Design fast_slow_fifo_bridge, sky130hd; sources not shown.
Wires at chosen ports, followed through buffers:
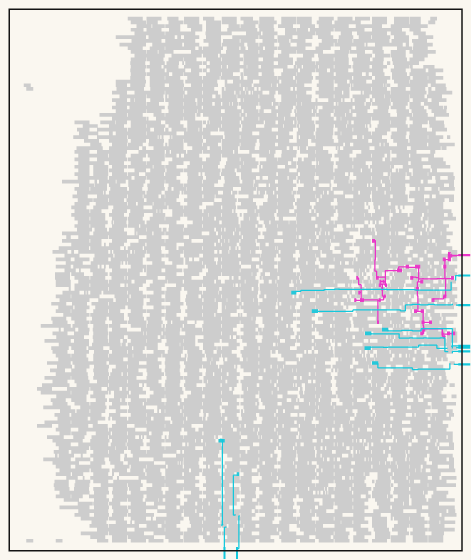
Magenta shows `rst`, bits 1, direction input, edge right, end cells 40, buffers 2, wire 354 um. Cyan shows `out_data`, bits 8, direction output, edge 6 right, 2 bottom, end cells 8, buffers 8, wire 665 um.
io pins: 23
I/O Buffers: 22

Wire density map:
The die is cut into 33 by 40 equal tiles; black is low, pale yellow is high, scaled to the fullest tile. Values are wire area over tile area, all layers added.
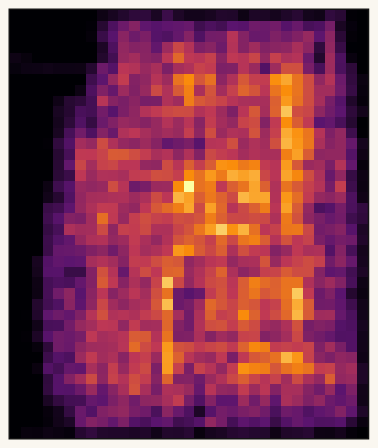
The densest ninth of the die: middle. 12% of the tiles are nearly empty. 27% of the tiles are over half the peak. The emptiest ninth of the die: top left. The mean over all tiles is 0.27.
Tot GR Track Use: 0.315
routed wire length: 204 mm
via count: 42445

Cell outlines without signal wires:
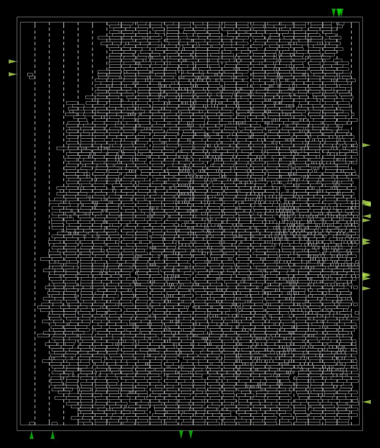
Final Util: 0.715
fillcell total: 6790
TAP cells: 1656

==> flow_summary.ini <==
; implementation run metrics
[run_status]
status = completed

[final_timing]
unclocked_regs = 35
unconstrained_endpoints = 36

[yosys]
synth-compound-area-share = 0.0305
ys_cells = 4104
edf_count = 2048

[placement]
dp.cells = 5592
place.gp.congestion = 0.843

[drt]
top_layer = met4
ant_nets = 0
dr_wl_met2_mm = 100
met1_length_mm = 68.5

[floorplanning]
fp_util = 0.658

[power]
comb-power_uw = 329
swShare = 0.198
power_switching_uw = 5770
p_seq_frac = 0.573
largestPowerGroup = sequential cells
cellPowerDensity_nw_per_um2 = 325
vdd_ir_drop_max_mv = 0.343
p_int_uw = 23400

[setup_path]
ff2ff_setup_slack_ns = 1.83
ff2ff_path_depth = 7
cp.required_ns = 4.61

[global_routing]
first_global_vias = 43001
grtUsageMet3 = 0.0697

[cells_and_area]
bufAreaShareNonClock = 0.00814
drive_above_1_share = 0.185

[clock_network]
cts_buffers = 185
